## src/rtl/bs_alu_seq_if.sv

```systemverilog
// Control/data bundle between the bit-serial ALU sequencer and its neighbours:
// start/op request, serial operand bits in, register file controls and flags out.
interface bs_alu_seq_if;
    logic       i_start;
    logic [1:0] i_op;
    logic       i_dst;
    logic       i_a_bit;
    logic       i_b_bit;
    logic       o_rd_addr;
    logic       o_shift;
    logic       o_sign_sel;
    logic       o_res_bit;
    logic       o_sign_bit;
    logic       o_busy;
    logic       o_done;
    logic       o_carry;
    logic       o_zero;
    logic       o_ovf;

    modport slave (
        input  i_start, i_op, i_dst, i_a_bit, i_b_bit,
        output o_rd_addr, o_shift, o_sign_sel, o_res_bit, o_sign_bit,
        output o_busy, o_done, o_carry, o_zero, o_ovf
    );

    modport master (
        output i_start, i_op, i_dst, i_a_bit, i_b_bit,
        input  o_rd_addr, o_shift, o_sign_sel, o_res_bit, o_sign_bit,
        input  o_busy, o_done, o_carry, o_zero, o_ovf
    );
endinterface

```

## src/rtl/bs_alu_seq.sv

```systemverilog
// Bit-serial ALU sequencer: reads operand A from the register file LSB-first, combines it
// with serial operand B and writes the result back into the same entry one bit per clock.
module bs_alu_seq #(
    parameter int unsigned WIDTH = 8
) (
    input logic         i_clk,
    input logic         i_rst,
    bs_alu_seq_if.slave bus
);

    localparam int unsigned    CntW    = (WIDTH > 1) ? $clog2(WIDTH) : 1;
    localparam logic [CntW-1:0] CntLast = CntW'(WIDTH - 1);

    typedef enum logic [1:0] {StIdle, StRun, StExt, StDone} state_e;
    typedef enum logic [1:0] {OpAdd = 2'b00, OpSub = 2'b01, OpAsr = 2'b10, OpXor = 2'b11} op_e;

    state_e          state_q, state_d;
    logic [CntW-1:0] cnt_q, cnt_d;
    logic            carry_q, carry_d;
    op_e             op_q, op_d;
    logic            dst_q, dst_d;
    logic            zero_acc_q, zero_acc_d;
    logic            msb_q, msb_d;
    logic            carry_flag_q, carry_flag_d;
    logic            zero_flag_q, zero_flag_d;
    logic            ovf_flag_q, ovf_flag_d;

    logic b_eff, sum_bit, carry_nxt, res_bit, is_addsub;
    logic shift, sign_sel, sign_bit, run_bit, busy, done;

    // SUB is A + ~B + 1: B is inverted per bit and the carry is preset to 1 at start.
    always_comb begin
        is_addsub = (op_q == OpAdd) || (op_q == OpSub);
        b_eff     = (op_q == OpSub) ? ~bus.i_b_bit : bus.i_b_bit;
        sum_bit   = bus.i_a_bit ^ b_eff ^ carry_q;
        carry_nxt = (bus.i_a_bit & b_eff) | (bus.i_a_bit & carry_q) | (b_eff & carry_q);
        unique case (op_q)
            OpAdd, OpSub: res_bit = sum_bit;
            OpAsr:        res_bit = bus.i_a_bit;
            default:      res_bit = bus.i_a_bit ^ bus.i_b_bit;
        endcase
    end

    always_comb begin
        state_d      = state_q;
        cnt_d        = cnt_q;
        carry_d      = carry_q;
        op_d         = op_q;
        dst_d        = dst_q;
        zero_acc_d   = zero_acc_q;
        msb_d        = msb_q;
        carry_flag_d = carry_flag_q;
        zero_flag_d  = zero_flag_q;
        ovf_flag_d   = ovf_flag_q;
        shift        = 1'b0;
        sign_sel     = 1'b0;
        sign_bit     = 1'b0;
        run_bit      = 1'b0;
        busy         = 1'b0;
        done         = 1'b0;

        unique case (state_q)
            StIdle: begin
                if (bus.i_start) begin
                    op_d       = op_e'(bus.i_op);
                    dst_d      = bus.i_dst;
                    carry_d    = (op_e'(bus.i_op) == OpSub);
                    zero_acc_d = 1'b1;
                    cnt_d      = '0;
                    state_d    = StRun;
                end
            end
            StRun: begin
                busy    = 1'b1;
                shift   = 1'b1;
                run_bit = res_bit;
                carry_d = carry_nxt;
                cnt_d   = cnt_q + CntW'(1);
                // ASR's bit 0 falls off the end, so it must not affect the zero flag.
                if (!(op_q == OpAsr && cnt_q == '0)) begin
                    zero_acc_d = zero_acc_q & ~res_bit;
                end
                if (cnt_q == CntLast) begin
                    cnt_d = '0;
                    if (op_q == OpAsr) begin
                        msb_d   = bus.i_a_bit;
                        state_d = StExt;
                    end else begin
                        carry_flag_d = is_addsub & carry_nxt;
                        ovf_flag_d   = is_addsub & (carry_q ^ carry_nxt);
                        zero_flag_d  = zero_acc_q & ~res_bit;
                        state_d      = StDone;
                    end
                end
            end
            StExt: begin
                busy         = 1'b1;
                shift        = 1'b1;
                sign_sel     = 1'b1;
                sign_bit     = msb_q;
                carry_flag_d = 1'b0;
                ovf_flag_d   = 1'b0;
                zero_flag_d  = zero_acc_q;
                state_d      = StDone;
            end
            StDone: begin
                done    = 1'b1;
                state_d = StIdle;
            end
            default: state_d = StIdle;
        endcase
    end

    always_ff @(posedge i_clk or posedge i_rst) begin
        if (i_rst) begin
            state_q      <= StIdle;
            cnt_q        <= '0;
            carry_q      <= 1'b0;
            op_q         <= OpAdd;
            dst_q        <= 1'b0;
            zero_acc_q   <= 1'b0;
            msb_q        <= 1'b0;
            carry_flag_q <= 1'b0;
            zero_flag_q  <= 1'b0;
            ovf_flag_q   <= 1'b0;
        end else begin
            state_q      <= state_d;
            cnt_q        <= cnt_d;
            carry_q      <= carry_d;
            op_q         <= op_d;
            dst_q        <= dst_d;
            zero_acc_q   <= zero_acc_d;
            msb_q        <= msb_d;
            carry_flag_q <= carry_flag_d;
            zero_flag_q  <= zero_flag_d;
            ovf_flag_q   <= ovf_flag_d;
        end
    end

    assign bus.o_rd_addr  = dst_q;
    assign bus.o_shift    = shift;
    assign bus.o_sign_sel = sign_sel;
    assign bus.o_res_bit  = run_bit;
    assign bus.o_sign_bit = sign_bit;
    assign bus.o_busy     = busy;
    assign bus.o_done     = done;
    assign bus.o_carry    = carry_flag_q;
    assign bus.o_zero     = zero_flag_q;
    assign bus.o_ovf      = ovf_flag_q;

endmodule

```

## src/flat_wrapper.sv

```systemverilog
// flat-port wrapper written by rule: the top's interface ports become plain ports
module bs_alu_seq_flat 
#(
    parameter int unsigned WIDTH = 8
)
  (i_clk, i_rst, bus_i_start, bus_i_op, bus_i_dst, bus_i_a_bit, bus_i_b_bit, bus_o_rd_addr, bus_o_shift, bus_o_sign_sel, bus_o_res_bit, bus_o_sign_bit, bus_o_busy, bus_o_done, bus_o_carry, bus_o_zero, bus_o_ovf);
  bs_alu_seq_if bus_i ();
  input logic i_clk;
  input logic i_rst;
  input wire logic [$bits(bus_i.i_start)-1:0] bus_i_start;
  input wire logic [$bits(bus_i.i_op)-1:0] bus_i_op;
  input wire logic [$bits(bus_i.i_dst)-1:0] bus_i_dst;
  input wire logic [$bits(bus_i.i_a_bit)-1:0] bus_i_a_bit;
  input wire logic [$bits(bus_i.i_b_bit)-1:0] bus_i_b_bit;
  output wire logic [$bits(bus_i.o_rd_addr)-1:0] bus_o_rd_addr;
  output wire logic [$bits(bus_i.o_shift)-1:0] bus_o_shift;
  output wire logic [$bits(bus_i.o_sign_sel)-1:0] bus_o_sign_sel;
  output wire logic [$bits(bus_i.o_res_bit)-1:0] bus_o_res_bit;
  output wire logic [$bits(bus_i.o_sign_bit)-1:0] bus_o_sign_bit;
  output wire logic [$bits(bus_i.o_busy)-1:0] bus_o_busy;
  output wire logic [$bits(bus_i.o_done)-1:0] bus_o_done;
  output wire logic [$bits(bus_i.o_carry)-1:0] bus_o_carry;
  output wire logic [$bits(bus_i.o_zero)-1:0] bus_o_zero;
  output wire logic [$bits(bus_i.o_ovf)-1:0] bus_o_ovf;
  assign bus_i.i_start = bus_i_start;
  assign bus_i.i_op = bus_i_op;
  assign bus_i.i_dst = bus_i_dst;
  assign bus_i.i_a_bit = bus_i_a_bit;
  assign bus_i.i_b_bit = bus_i_b_bit;
  assign bus_o_rd_addr = bus_i.o_rd_addr;
  assign bus_o_shift = bus_i.o_shift;
  assign bus_o_sign_sel = bus_i.o_sign_sel;
  assign bus_o_res_bit = bus_i.o_res_bit;
  assign bus_o_sign_bit = bus_i.o_sign_bit;
  assign bus_o_busy = bus_i.o_busy;
  assign bus_o_done = bus_i.o_done;
  assign bus_o_carry = bus_i.o_carry;
  assign bus_o_zero = bus_i.o_zero;
  assign bus_o_ovf = bus_i.o_ovf;
  bs_alu_seq #(.WIDTH(WIDTH)) u_core (.i_clk(i_clk), .i_rst(i_rst), .bus(bus_i));
endmodule
```

## config.mk

```make
export PLATFORM = sky130hd
export DESIGN_NAME = bs_alu_seq_flat
export DESIGN_NICKNAME = d
export VERILOG_FILES = /design/src/rtl/bs_alu_seq_if.sv /design/src/rtl/bs_alu_seq.sv /design/src/flat_wrapper.sv
export SDC_FILE = /design/constraint.sdc
export NUM_CORES = 1
export LEC_CHECK = 0
export ABC_AREA = 1
export ABC_CLOCK_PERIOD_IN_PS = 1900
export CAP_MARGIN = 0
export CORE_MARGIN = 2
export CORE_UTILIZATION = 30
export CTS_CLUSTER_DIAMETER = 80
export CTS_CLUSTER_SIZE = 20
export DETAILED_ROUTE_END_ITERATION = 10
export PLACE_DENSITY_LB_ADDON = 0.3
export SYNTH_ARGS = -nofsm -noshare
export SYNTH_HDL_FRONTEND = slang
export SYNTH_SLANG_ARGS = --single-unit
```

## constraint.sdc

```tcl
create_clock -name i_clk -period 1.9 [get_ports i_clk]
set_clock_uncertainty 0.15 [all_clocks]
set_input_delay 0.19 -clock i_clk [delete_from_list [all_inputs] [get_ports i_clk]]
set_output_delay 0.19 -clock i_clk [all_outputs]
set_load 0.02 [all_outputs]
```

Fig. 1: run 1, signal wires by layer
Only two layers are drawn.
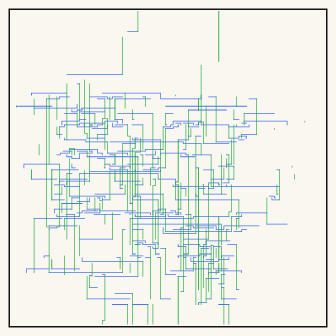
| color | layer | wire length |
|---|---|---|
| blue | met1 | 848 um |
| green | met2 | 889 um |
post-detailed-route wirelength per cell: 11.2 um
global-route usage over all layers: 12.7%
total routed wirelength: 1.83 mm

Fig. 2: run 1, clock routing
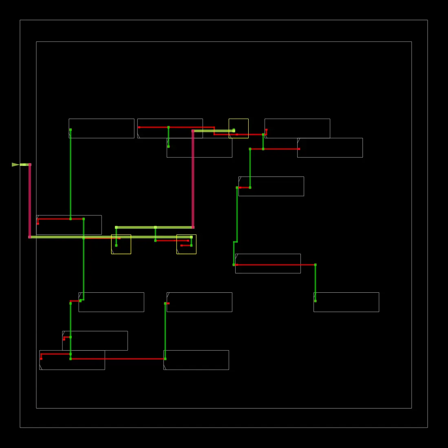
count of clock-net buffers in the final layout: 3
sequential cells: 14
Insertion Delay late pin: 280 ps
clock group total power: 0.170 mW
CTS sink cnt: 14

==> reports/qor.csv, run 1 <==
metric,value,unit
criticalPathCategory,reg2out,
mean_area_per_synthesized_cell,7.94,um2
met1_grt_util,15.1,%
globalRoute.busiestLayer,met2,
drv.max_cap_violation_count,0,
warnings,33,
setup_failing_eps_final,3,
status,"finished, violations left",
largest_net_degree_at_the_start_of_global_routing,15,
asyncSetResetFlopFracSynth,100,%
chip_area,3300,um2
nonClockInverterCount,21,
drt_first_pass_iters,4,
combinationalPower,1.26,mW
instances_no_fill,163,
time_the_worst_path_needs_with_i_o_delays_and_setup,2320,ps
arrival,1980,ps
mostFrequentLayoutCell,sky130_fd_sc_hd__nand2_1,
yosys_area,857,um2
timing_hold_violations_final,0,
critical_path.reg2reg.startpoint,u_core.op_q[1]$_DFFE_PP0P_,
cts_tree,done,
clk_cell_area_share,2.00,%
total_power,1.94,mW
die_height,57.5,um
logic_gate_count,71,
area_leaders,"sky130_fd_sc_hd__dfrtp_1 41%, sky130_fd_sc_hd__ha_1 10%, sky130_fd_sc_hd__nand2_1 9.6%",
violated_checks,negative setup slack,
yosys.area_share.simple,22.3,%
postSynth.topFlopCell,sky130_fd_sc_hd__dfrtp_1,
dpl_cell_area,1110,um2
synth_stat.cells,108,
number_of_violations_reported_at_the_end_of_detailed_routing_iteration_0,17,
end_point_of_the_critical_path,bus_o_res_bit,
maxSlewHeadroom,62.6,%
layout.cells.largest_class,combinational gates,
finalHoldWorstSlack,98.5,ps
worst_r2r_endpoint,u_core.zero_acc_q$_DFFE_PP0P_,
gp_routability_congestion,0.802,
ctsHtreeMaxLevel,1,
synth.cells.most_frequent,"22 x sky130_fd_sc_hd__nand2_1, 19 x sky130_fd_sc_hd__inv_1, 14 x sky130_fd_sc_hd__dfrtp_1, 13 x sky130_fd_sc_hd__o21ai_0, 8 x sky130_fd_sc_hd__nand3_1",
worstHoldPathType,in2async,
reg2reg_setup_slack,-50,ps
drc,0,
critical_path.cell_chain,nor2_4 > xor2_1 > fa_1 > or2_1 > nand2_1 > inv_2 > a21oi_4 > buf_6,
muxShareOfSynthArea,1.31,%
groute.layer.met2.usage,21.1,%
clk_pin_slew_worst_paths,80,ps
logic_area,430,um2
max_reg_flops,3,
fin_crit_sh,122,%
synthTopLogicFamily,simple AND/OR/NAND/NOR gates,
grt_overflow,0,
grt_setup_unrepaired,yes,
tightestPinTransition,561,ps
max-vdd-ir-drop,1.00,mV
cts_root_buffer,sky130_fd_sc_hd__clkbuf_4,
timing.critical_path.fanout_max,2,
area_growth_syn_to_layout,31.4,%
wirelength_met1,847,um
yosys.area_share.xor_xnor,1.02,%
launch_point_of_the_worst_path,u_core.op_q[1]$_DFFE_PP0P_,
max_flop_register,u_core.cnt_q,
fmax,431,MHz
buf_share,18.2,%
wire_length_of_the_first_global_routing_pass,3.20,mm
synth_sequential_area_ratio,40.9,%
post_synthesis_compound_gate_area_fraction,10.5,%
post_cts.resized_instances,11,
setup_slack,-418,ps
ioPinCount,18,
Fig. 3: run 1, wire density map
11 x 11 tiles, from dark blue (low) to red (high), scaled to the fullest tile. Values are wire area over tile area, all layers added.
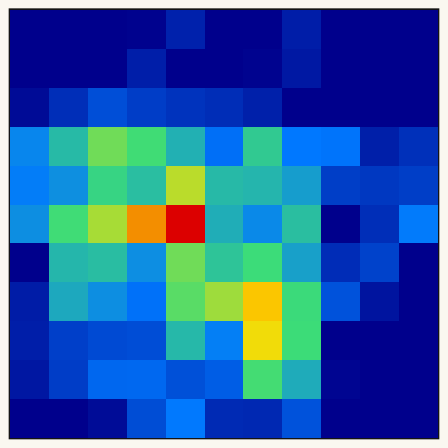
tiles over half the peak: 12%
densest ninth of the die: center
nearly empty tiles: 31%
total vias in the final route: 761

==> run 2: changes to the inputs <==
CORE_MARGIN = not set   (was 2)
==> reports/qor.csv, run 2 <==
metric,value,unit,change
buf_share,20.5,%,+2.3 points
drv.max_cap_violation_count,0,,unchanged
wire_length_of_the_first_global_routing_pass,3.24,mm,+1.1%
critical_path.reg2reg.startpoint,u_core.op_q[0]$_DFFE_PP0P_,,
asyncSetResetFlopFracSynth,100,%,unchanged
yosysUniqueCellTypes,20,,
globalRoute.busiestLayer,met2,,
criticalPathCategory,reg2out,,
area_growth_syn_to_layout,36.6,%,
chip_area,3070,um2,-6.8%
status,"finished, violations left",,
timing_hold_violations_final,0,,unchanged
synth_sequential_area_ratio,40.9,%,unchanged
gp_routability_congestion,0.819,,+2.2%
clk_pin_slew_worst_paths,90,ps,about the same
insertion_delay_late_pin,280,ps,about the same
max_reg_flops,3,,unchanged
cts_tree,done,,
post_synthesis_compound_gate_area_fraction,10.5,%,unchanged
fillers,261,,
worstHoldPathType,in2async,,
yosys.area_share.simple,22.3,%,unchanged
max_flop_register,u_core.cnt_q,,
layout.clock_buffers,3,,unchanged
first_global_vias,750,,
ctsHtreeMaxLevel,1,,unchanged
worst-path-buf-inv,3,,
layout.cells.largest_class,combinational gates,,
wirelength_met1,823,um,-2.8%
maxSlewHeadroom,62.9,%,+0.35 points
die_height,55.5,um,-3.5%
dp.cells,160,,
violated_checks,negative setup slack,,
clock_sinks,14,,unchanged
drc,0,,unchanged
timing.critical_path.fanout_max,2,,unchanged
nonClockInverterCount,21,,unchanged
mostFrequentLayoutCell,sky130_fd_sc_hd__nand2_1,,
setup_slack,-415,ps,+2.92 ps
post-cts-setup-buffers,2,,
fin_crit_sh,122,%,-0.15 points
grt_util_all_layers,13.4,%,+0.63 points
fmax,432,MHz,+0.13%
routed-via-count,766,,+0.66%
tightestPinTransition,556,ps,-5.23 ps
arrival,1970,ps,about the same
finalHoldWorstSlack,101,ps,+2.16 ps
grt_overflow,0,,unchanged
postSynth.topFlopCell,sky130_fd_sc_hd__dfrtp_1,,
reg2reg_setup_slack,-280,ps,-230 ps
synthTopLogicFamily,simple AND/OR/NAND/NOR gates,,
seq_cells,14,,unchanged
grt_setup_unrepaired,yes,,
area_leaders,"sky130_fd_sc_hd__dfrtp_1 41%, sky130_fd_sc_hd__ha_1 10%, sky130_fd_sc_hd__nand2_1 9.6%",,
post_detailed_route_wirelength_per_cell,11.0,um,-1.9%
mean_area_per_synthesized_cell,7.94,um2,unchanged
time_the_worst_path_needs_with_i_o_delays_and_setup,2310,ps,-2.92 ps
synth_stat.cells,108,,unchanged
end_point_of_the_critical_path,bus_o_res_bit,,
cts_root_buffer,sky130_fd_sc_hd__clkbuf_4,,
launch_point_of_the_worst_path,u_core.op_q[0]$_DFFE_PP0P_,,
clk_cell_area_share,1.92,%,-0.077 points
met1_grt_util,16.7,%,+1.6 points
setup_failing_eps_final,3,,unchanged
largest_net_degree_at_the_start_of_global_routing,15,,unchanged
synth.cells.most_frequent,"22 x sky130_fd_sc_hd__nand2_1, 19 x sky130_fd_sc_hd__inv_1, 14 x sky130_fd_sc_hd__dfrtp_1, 13 x sky130_fd_sc_hd__o21ai_0, 8 x sky130_fd_sc_hd__nand3_1",,
logic_gate_count,71,,unchanged
groute.layer.met2.usage,22.9,%,+1.8 points
dpl_cell_area,1110,um2,unchanged
logic_area,440,um2,+2.3%
warnings,33,,unchanged
antenna_cells_inserted,0,,
worst_r2r_endpoint,u_core.zero_acc_q$_DFFE_PP0P_,,
post_cts.resized_instances,14,,+3
number_of_violations_reported_at_the_end_of_detailed_routing_iteration_0,6,,-11
critical_path.cell_chain,inv_2 > nor2_4 > xor2_2 > fa_1 > or2_1 > nand2_1 > inv_2 > a21oi_4 > buf_6,,
instances_no_fill,167,,+2.5%
yosys_area,857,um2,unchanged
combinationalPower,1.39,mW,+10%
max-vdd-ir-drop,1.20,mV,+20%
yosys.area_share.xor_xnor,1.02,%,unchanged
total_power,2.06,mW,+6.6%
drt_first_pass_iters,4,,unchanged
drt-total-wl,1.84,mm,+0.49%
Fig. 4: run 2, port wiring
Bar = 20 um.
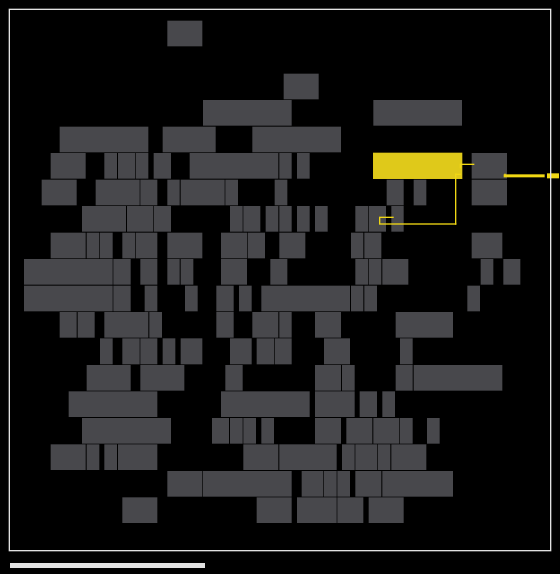
| color | port | bits | direction | edge | end cells | buffers | wire |
|---|---|---|---|---|---|---|---|
| yellow | bus_o_carry | 1 | output | right | 1 | 1 | 21.2 um |
I/O pin total: 18
Port-buffer cells: 17

Fig. 5: run 2, clock routing
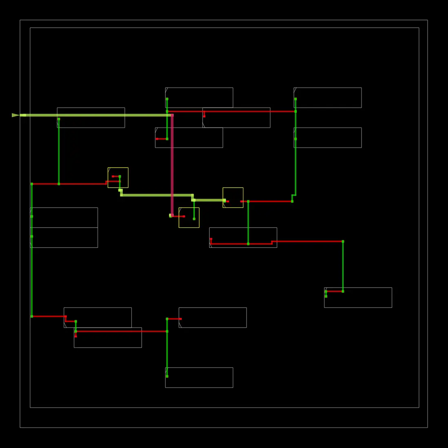
CTS Buf Count: 3
clock group total power: 0.169 mW

No activity file was given, so power comes from the tool's default toggle rates.
